===== src/rtl/instruction_queue_pkg.sv =====
// -----------------------------------------------------------------------------
// instruction_queue_pkg
//   Shared definitions for the instruction queue: boolean constants, default
//   geometry and the packed {instruction, pc} entry carried through the queue.
//   No ports (package).
// -----------------------------------------------------------------------------
package instruction_queue_pkg;

    localparam logic TRUE  = 1'b1;
    localparam logic FALSE = 1'b0;

    localparam int ISQ_SIZE_DEF   = 16;
    localparam int ISQ_ADDR_W_DEF = 4;

    typedef struct packed {
        logic [31:0] ins;
        logic [31:0] pc;
    } isq_entry_t;

endpackage : instruction_queue_pkg


===== src/rtl/instruction_queue_ring_buffer.sv =====
// -----------------------------------------------------------------------------
// instruction_queue_ring_buffer
//   Circular storage for {instruction, pc} entries with head/rear pointers and
//   an occupancy count. The count is the only full/empty discriminator; the
//   pointers simply wrap at the buffer size.
// Ports
//   clk_in    : clock
//   rst_n_in  : asynchronous active-low reset (clears pointers and count)
//   srst      : synchronous clear (flush), takes priority over push/pop
//   push      : write wr_entry at rear (caller guarantees not full)
//   pop       : retire entry at head (caller guarantees not empty)
//   wr_entry  : entry to write
//   rd_entry  : entry currently at head (combinational read)
//   count     : current occupancy, ADDR_W+1 bits
// -----------------------------------------------------------------------------
module instruction_queue_ring_buffer
    import instruction_queue_pkg::*;
#(
    parameter int ADDR_W = ISQ_ADDR_W_DEF
) (
    input  logic              clk_in,
    input  logic              rst_n_in,
    input  logic              srst,
    input  logic              push,
    input  logic              pop,
    input  isq_entry_t        wr_entry,
    output isq_entry_t        rd_entry,
    output logic [ADDR_W:0]   count
);

    localparam int SIZE = 1 << ADDR_W;
    localparam logic [ADDR_W-1:0] PTR_ONE  = {{(ADDR_W-1){1'b0}}, 1'b1};
    localparam logic [ADDR_W-1:0] PTR_ZERO = {ADDR_W{1'b0}};
    localparam logic [ADDR_W:0]   CNT_ONE  = {{ADDR_W{1'b0}}, 1'b1};
    localparam logic [ADDR_W:0]   CNT_ZERO = {(ADDR_W+1){1'b0}};

    isq_entry_t        mem_r [SIZE];
    logic [ADDR_W-1:0] head_r;
    logic [ADDR_W-1:0] rear_r;
    logic [ADDR_W:0]   count_r;

    // Pointer and occupancy bookkeeping; flush wins over any push/pop.
    always_ff @(posedge clk_in or negedge rst_n_in) begin
        if (!rst_n_in) begin
            head_r  <= PTR_ZERO;
            rear_r  <= PTR_ZERO;
            count_r <= CNT_ZERO;
        end else if (srst) begin
            head_r  <= PTR_ZERO;
            rear_r  <= PTR_ZERO;
            count_r <= CNT_ZERO;
        end else begin
            if (push) begin
                rear_r <= rear_r + PTR_ONE;
            end else begin
                rear_r <= rear_r;
            end
            if (pop) begin
                head_r <= head_r + PTR_ONE;
            end else begin
                head_r <= head_r;
            end
            case ({push, pop})
                2'b10:   count_r <= count_r + CNT_ONE;
                2'b01:   count_r <= count_r - CNT_ONE;
                default: count_r <= count_r;
            endcase
        end
    end

    // Entry storage; contents need no reset because count gates every read.
    always_ff @(posedge clk_in) begin
        if (push && !srst) begin
            mem_r[rear_r] <= wr_entry;
        end
    end

    assign rd_entry = mem_r[head_r];
    assign count    = count_r;

endmodule : instruction_queue_ring_buffer


===== src/rtl/instruction_queue.sv =====
// -----------------------------------------------------------------------------
// instruction_queue
//   FIFO between instruction fetch and issue. Buffers {instruction, pc} pairs
//   and issues at most one per cycle while no downstream unit is stalling.
//   roll_back flushes the queue; rdy_in low freezes everything.
// Build option
//   ISQ_BYPASS_EN : when defined, a push into an empty, unstalled queue goes
//                   straight to the output registers (1-cycle latency) and is
//                   never stored. Undefined: every entry is stored first.
// Ports
//   clk_in, rst_n_in        : clock, asynchronous active-low reset
//   rdy_in                  : low = pause (state, outputs, roll_back ignored)
//   roll_back               : flush all entries, cancel issue
//   ifetch_valid/ins/pc     : push request from fetch
//   isq_is_full             : back-pressure to fetch (count == ISQ_SIZE)
//   rob/rs/lsb_is_full      : downstream stalls
//   get_instruction         : registered issue valid
//   isq_ins_out, isq_pc_out : registered issued entry (hold when not issuing)
//   isq_count               : current occupancy
// -----------------------------------------------------------------------------
module instruction_queue
    import instruction_queue_pkg::*;
#(
    parameter int ISQ_SIZE   = ISQ_SIZE_DEF,
    parameter int ISQ_ADDR_W = ISQ_ADDR_W_DEF
) (
    input  logic                  clk_in,
    input  logic                  rst_n_in,
    input  logic                  rdy_in,
    input  logic                  roll_back,
    input  logic                  ifetch_valid,
    input  logic [31:0]           ifetch_ins,
    input  logic [31:0]           ifetch_pc,
    output logic                  isq_is_full,
    input  logic                  rob_is_full,
    input  logic                  rs_is_full,
    input  logic                  lsb_is_full,
    output logic                  get_instruction,
    output logic [31:0]           isq_ins_out,
    output logic [31:0]           isq_pc_out,
    output logic [ISQ_ADDR_W:0]   isq_count
);

    localparam int CNT_W = ISQ_ADDR_W + 1;
    localparam logic [CNT_W-1:0] CNT_FULL = CNT_W'(ISQ_SIZE);
    localparam logic [CNT_W-1:0] CNT_ZERO = {CNT_W{1'b0}};

    logic       stall_s;
    logic       push_s;
    logic       pop_s;
    logic       bypass_s;
    logic       store_s;
    logic       flush_s;
    isq_entry_t fetch_entry_s;
    isq_entry_t head_entry_s;

    logic        nxt_get_s;
    logic [31:0] nxt_ins_s;
    logic [31:0] nxt_pc_s;

    logic        get_r;
    logic [31:0] ins_r;
    logic [31:0] pc_r;

    assign isq_is_full   = (isq_count == CNT_FULL);
    assign stall_s       = rob_is_full || rs_is_full || lsb_is_full;
    assign flush_s       = rdy_in && roll_back;
    assign push_s        = rdy_in && ifetch_valid && !isq_is_full && !roll_back;
    assign pop_s         = rdy_in && (isq_count != CNT_ZERO) && !stall_s && !roll_back;
    assign fetch_entry_s = '{ins: ifetch_ins, pc: ifetch_pc};

`ifdef ISQ_BYPASS_EN
    assign bypass_s = push_s && (isq_count == CNT_ZERO) && !stall_s;
`else
    assign bypass_s = 1'b0;
`endif

    // A bypassed word feeds the output registers directly instead of a slot.
    assign store_s = push_s && !bypass_s;

    instruction_queue_ring_buffer #(
        .ADDR_W (ISQ_ADDR_W)
    ) u_ring (
        .clk_in   (clk_in),
        .rst_n_in (rst_n_in),
        .srst     (flush_s),
        .push     (store_s),
        .pop      (pop_s),
        .wr_entry (fetch_entry_s),
        .rd_entry (head_entry_s),
        .count    (isq_count)
    );

    // Issue selection: stored head has priority; bypass only ever fires when empty.
    always_comb begin
        nxt_get_s = FALSE;
        nxt_ins_s = ins_r;
        nxt_pc_s  = pc_r;
        if (pop_s) begin
            nxt_get_s = TRUE;
            nxt_ins_s = head_entry_s.ins;
            nxt_pc_s  = head_entry_s.pc;
        end else if (bypass_s) begin
            nxt_get_s = TRUE;
            nxt_ins_s = ifetch_ins;
            nxt_pc_s  = ifetch_pc;
        end else begin
            nxt_get_s = FALSE;
        end
    end

    // Output registers; a pause holds valid and data exactly as they are.
    always_ff @(posedge clk_in or negedge rst_n_in) begin
        if (!rst_n_in) begin
            get_r <= FALSE;
            ins_r <= 32'h0000_0000;
            pc_r  <= 32'h0000_0000;
        end else if (rdy_in) begin
            get_r <= nxt_get_s;
            ins_r <= nxt_ins_s;
            pc_r  <= nxt_pc_s;
        end else begin
            get_r <= get_r;
            ins_r <= ins_r;
            pc_r  <= pc_r;
        end
    end

    assign get_instruction = get_r;
    assign isq_ins_out     = ins_r;
    assign isq_pc_out      = pc_r;

endmodule : instruction_queue


===== config.mk =====
export PLATFORM = sky130hd
export DESIGN_NAME = instruction_queue
export DESIGN_NICKNAME = d
export VERILOG_FILES = /design/src/rtl/instruction_queue_pkg.sv /design/src/rtl/instruction_queue_ring_buffer.sv /design/src/rtl/instruction_queue.sv
export SDC_FILE = /design/constraint.sdc
export NUM_CORES = 1
export LEC_CHECK = 0
export ABC_AREA = 1
export CAP_MARGIN = 20
export CORE_MARGIN = 1.5
export CORE_UTILIZATION = 50
export DETAILED_ROUTE_END_ITERATION = 10
export GPL_ROUTABILITY_DRIVEN = 0
export PLACE_DENSITY_LB_ADDON = 0.15
export SYNTH_ARGS = -nofsm -noshare
export SYNTH_HDL_FRONTEND = slang
export SYNTH_SLANG_ARGS = --single-unit
export TNS_END_PERCENT = 20

===== constraint.sdc =====
create_clock -name clk_in -period 6.7 [get_ports clk_in]
set_input_delay 1.005 -clock clk_in [delete_from_list [all_inputs] [get_ports clk_in]]
set_output_delay 1.005 -clock clk_in [all_outputs]
set_load 0.005 [all_outputs]

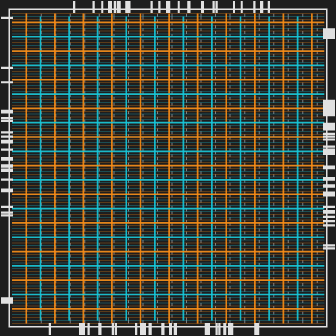
run_1/floorplan.png
Pins as bars on the die edge. Tap cells in grey.
| colour | net |
|---|---|
| orange | VSS |
| cyan | VDD |
met4 straps: 21
rows: 108
met1 rails: 109
tap cells: 1155

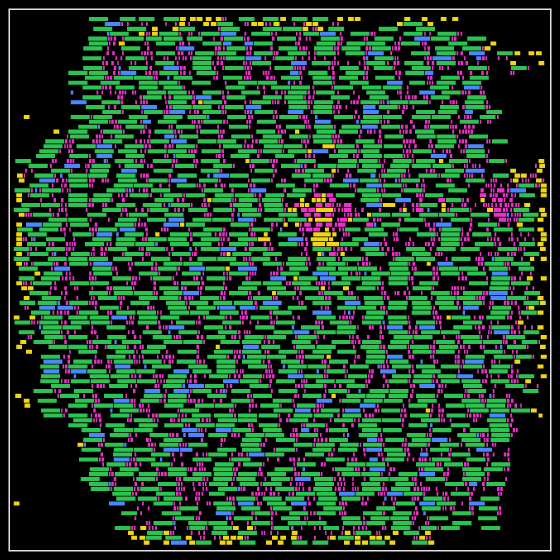
run_1/class_map.png
| colour | class | cells | share of their area |
|---|---|---|---|
| blue | clock drivers and dummy loads | 210 | 7.5% |
| magenta | remaining logic cells | 2430 | 21% |
| green | registers | 1102 | 67% |
| yellow | remaining buffers and delay cells | 196 | 4.0% |

==> deck_impl_summary.md, run 1 <==
Run Summary

Run status
  – Status: completed

Floorplanning
  – Total core area: roughly 87000 um^2
  – Die x size: about 300 um
  – Die Footprint: 90100 um^2
  – Io pins: roughly 140
  – Starting density of the core: 0.507

Yosys
  – Synth top area share: 0.696
  – Syn Inst Count: 3757
  – Synth warn: 0
  – Register bit count reported by yosys: roughly 1100

Worst setup path
  – CP dominant cell by count: nand2_1
  – CP top delay family: buffers and inverters
  – RR Endpoint: isq_ins_out[29]
  – CP max stage delay: between 0.7 and 0.8 ns
  – Reg2reg start: u_ring.head_r[0]
  – Slowest stage cell on the critical path: buf_4

Pwr
  – Sw Pwr: between 0.003 and 0.004 W
  – Clock group: about 0.0061 W
  – Combinational cell power: a little under 0.0009 W
  – Sequential Power Share: 0.525
  – Peak VDD IR: between 0.2 and 0.25 mV
  – Leakage power: ~19 nW

Clock tree
  – Number of buffers inserted by post-CTS setup repair: 0
  – CTS clock-pin slew for the worst setup and hold paths: 0.06 ns
  – CTS tree: yes
  – CTS Buf Count: roughly 110
  – CTS sink cnt: about 1100

Job
  – Max_cap viols: 0
  – Log Warnings: ~44

Placed design
  – Port Buffers: around 140
  – Worst slack at placement: between 2 and 2.5 ns

Finish
  – Flop area: ~33000 um^2
  – Most common logic cells in the final layout: nand2_1 (1582), edfxtp_1 (1024), nand3_1 (767)
  – Largest register FFs: approximately 1000
  – Fraction of final layout cells sized beyond drive strength 1: 0.0620
  – Most flops, register: u_ring.mem_r

STA
  – Max-slew violations: 0
  – Max Fclk: between 200 and 300 MHz
  – Worst hold slack: 0.323 ns
  – Final setup vio count: 0
  – Tmin final: 3.65 ns

Global route
  – Vias in the first global route: 26798

Drt
  – ANT nets after route: 0
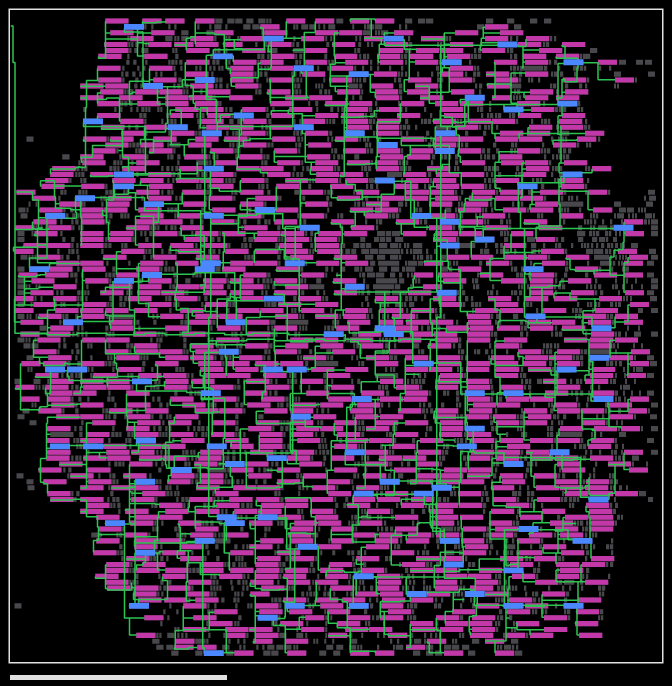
run_1/clock_wires.png
Bar = 100 um.
[green] clock wires | length: 12200 um
[blue] clock-net drivers | count: 112
[magenta] flip-flops | count: 1102
routed clock nets: 113
flops lie: spread over the die
clk_skew: 0.0160 ns
clk latency late pin: 0.68 ns

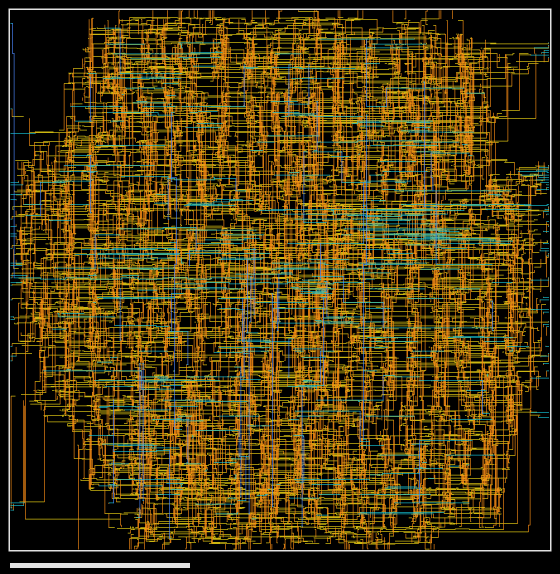
run_1/layers.png
Bar = 100 um.
| colour | layer | wire length |
|---|---|---|
| orange | M2 | 49.9 mm |
| yellow | M1 | 47.2 mm |
| blue | M4 | 2310 um |
| cyan | M3 | 7270 um |
Total Routed Length: 107 mm
total track usage: 0.238
drt wl/cell: 20.9 um

-- run 1: worst max path at each step --
stage | start | endpoint | slack, ns | cells after the start
detailed placement | rdy_in | u_ring.mem_r[7][13] | 2.36 | 8
global placement | rdy_in | u_ring.mem_r[6][14] | 2.38 | 8
floorplan | roll_back | u_ring.mem_r[11][0] | 1.95 | 7
global route | rdy_in | u_ring.mem_r[7][2] | 2.86 | 8
finish | rdy_in | u_ring.mem_r[7][2] | 3.05 | 8
CTS | rdy_in | u_ring.mem_r[7][11] | 3.07 | 8
-- run 1: routing by layer --
layer	share of wire	wire (um)	vias up	track usage
met5	0	0	-	0
met4	0.022	2310	0	0.0683
met3	0.068	7270	136	0.0337
met2	0.47	49900	919	0.376
met1	0.44	47200	13617	0.347
li1	-	-	13185	-
-- run 1: kinds of logic after synthesis --
kind of cell,share of synthesized area
buffers and inverters,0.0299
AND-OR/OR-AND,0.00227
flip-flops,0.741
XOR/XNOR,0.000198
adder cells (fa/ha/maj),0.00272
AND/OR/NAND/NOR,0.224
-- run 1: synthesized netlist by cell type --
library cell,instances
a21oi_1,11
or2_2,1
buf_2,93
nor3_1,1
o21ai_0,9
fa_1,1
xnor2_1,1
clkbuf_1,62
buf_6,21
nand3b_1,1
buf_8,2
clkinv_1,1
inv_2,3
edfxtp_1,1024
nor2_1,25
ha_1,8
nand4_1,1
nand3_1,767
inv_1,17
buf_4,27
nand2_1,1583
buf_1,20
dfrtp_1,78
-- run 1: layout make-up --
class,instances,share of cell area
well taps,1155,0.0288
flip-flops and latches,1102,0.653
repair buffers,196,0.0392
inverters,21,0.00207
clock inverters,61,0.0112
diodes,1,0.0000499
clock buffers,149,0.0611
multi-input cells,2409,0.205
## Run 2: what changed since run 1
==> constraint.sdc (replaced) <==
create_clock -name clk_in -period 3.38 [get_ports clk_in]
set_input_delay 0.507 -clock clk_in [delete_from_list [all_inputs] [get_ports clk_in]]
set_output_delay 0.507 -clock clk_in [all_outputs]
set_load 0.005 [all_outputs]
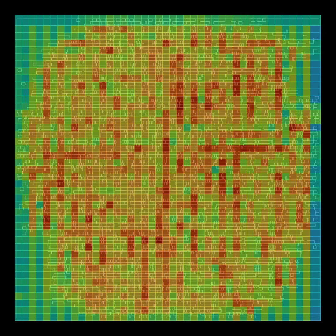
run_2/congestion_map.png
M3 GR Usage: 0.0397
met2 Use GR: 0.387

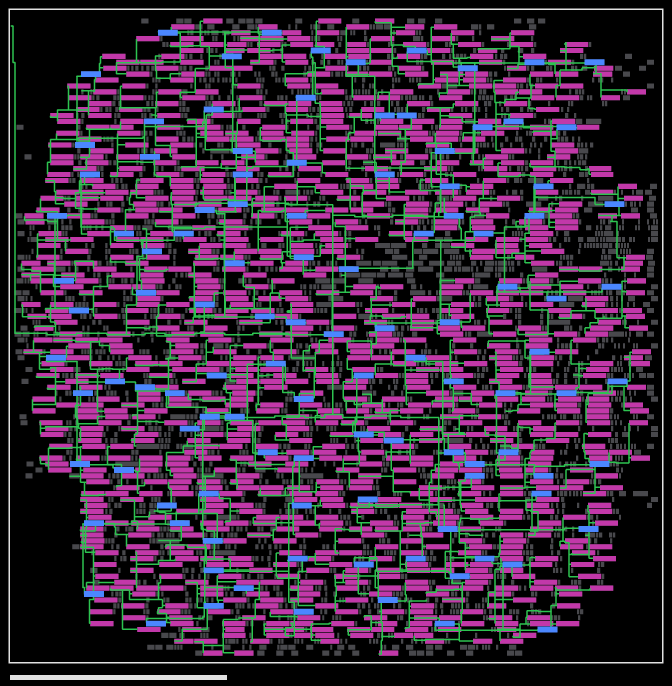
run_2/clock_wires.png
Bar = 100 um.
[green] clock wires | length: 12000 um
[blue] clock-net drivers | count: 110
[magenta] flip-flops | count: 1102
flops lie: spread over the die

==> deck_impl_summary.md, run 2 <==
Run Summary

Finish
  – Multi-input combinational area share: 0.202
  – Flop share of the area: 0.645
  – Largest class: sequential cells
  – Flop area: about 33000 um^2
  – Clock buf/inv share: 0.0734
  – Most flops, register: u_ring.mem_r
  – Clkbuf count: approximately 160
  – NonClk Buf Share: 0.0489
  – Count of plain and timing-repair buffers: 213
  – Fraction of final layout cells sized beyond drive strength 1: 0.0698
  – Flop count: about 1100

Yosys
  – Count leader, synth: nand2_1
  – Top FF cell, synth: edfxtp_1
  – Synth warn: 0
  – Register bit count reported by yosys: 1102
  – Commonest cells in the netlist: nand2_1 (1583), edfxtp_1 (1024), nand3_1 (767)
  – Syn Inst Count: 3757
  – Asr flop ratio synth: 0.0708
  – Post-synth EDFFs: 1024

Worst setup path
  – CP max stage delay: around 0.43 ns
  – CP dominant cell by count: nand2_1

STA
  – Tmin final: 2.50 ns
  – Max Fclk: 401 MHz
  – Clk_skew: between 0.015 and 0.02 ns
  – Worst hold slack: 0.370 ns
  – Final setup vio count: 0

Global route
  – Met1 Usage GRT: 0.358
  – Vias in the first global route: approximately 27000
  – Layer with the highest usage: met2

Clock tree
  – CTS sink cnt: around 1100
  – CTS clock-pin slew for the worst setup and hold paths: 0.06 ns
  – Clk latency late pin: ~0.67 ns

Pwr
  – Leakage power: 18.8 nW

Run status
  – Status: completed

Drt
  – ANT nets after route: 0
  – WL met3: 7.05 mm

Floorplanning
  – Tap cells: about 1200
  – Io pins: between 100 and 150
  – Starting density of the core: 0.507

Placed design
  – Port Buffers: 142

Job
  – Max_cap viols: 0
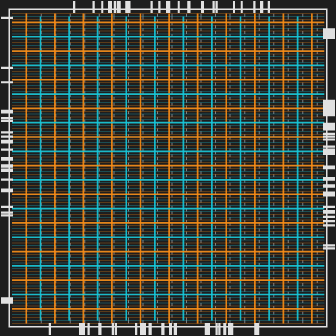
run_2/floorplan.png
Pins as bars on the die edge. Tap cells in grey.
die x size: 300 um
Die H: 300 um
Peak VDD IR: 0.407 mV
total core area: 87200 um^2

==> run 2: what timing repair did <==
item | CTS | global route
setup buffers | 0 | 0
hold endpoints to repair | 0 | 32
hold buffers | 0 | 1
==> run 2: report_power, final <==
group	total (W)	internal [W]	leakage, nW	switching (W)
Combinational	0.00178	0.000766	6.70	0.00102
Sequential	0.0154	0.0152	10.2	0.000165
Clock	0.0124	0.00728	1.84	0.00508
Total	0.0295	0.0233	18.8	0.00626
==> run 2: through the flow <==
stage | setup TNS [ns] | setup slack (ns) | cells | power, W
after global routing | 0 | 0.643 | 5110 | 0.0305
after CTS | 0 | 0.893 | 5108 | 0.0297
after floorplan | -869.84 | -0.872 | 3757 | 0.0164
after global placement | 0 | 0.374 | 4898 | 0.0174
after detailed placement | 0 | 0.371 | 4898 | 0.0174
final | 0 | 0.883 | 5111 | 0.0295
==> run 2: logic make-up after synthesis <==
family | after synthesis | synth area share
AND-OR/OR-AND | 20 | 0.00227
flip-flops | 1102 | 0.741
adder cells (fa/ha/maj) | 9 | 0.00272
AND/OR/NAND/NOR | 2379 | 0.224
XOR/XNOR | 1 | 0.000198
buffers and inverters | 246 | 0.0299
==> run 2: path summary, 6_finish.rpt <==
kind	startpoint	end	slack (ns)	cells past startpoint
max	u_ring.count[1]	u_ring.count[3]	0.88	11
min in group clk_in	rdy_in	get_instruction	0.47	2
max in group asynchronous	rst_n_in	isq_ins_out[1]	2.32	3
max reg2reg	u_ring.count[1]	u_ring.count[3]	0.88	11
min	rst_n_in	isq_pc_out[15]	0.37	2
min reg2reg	isq_pc_out[18]	isq_pc_out[18]	0.47	2
Power and IR drop assume default switching activity.
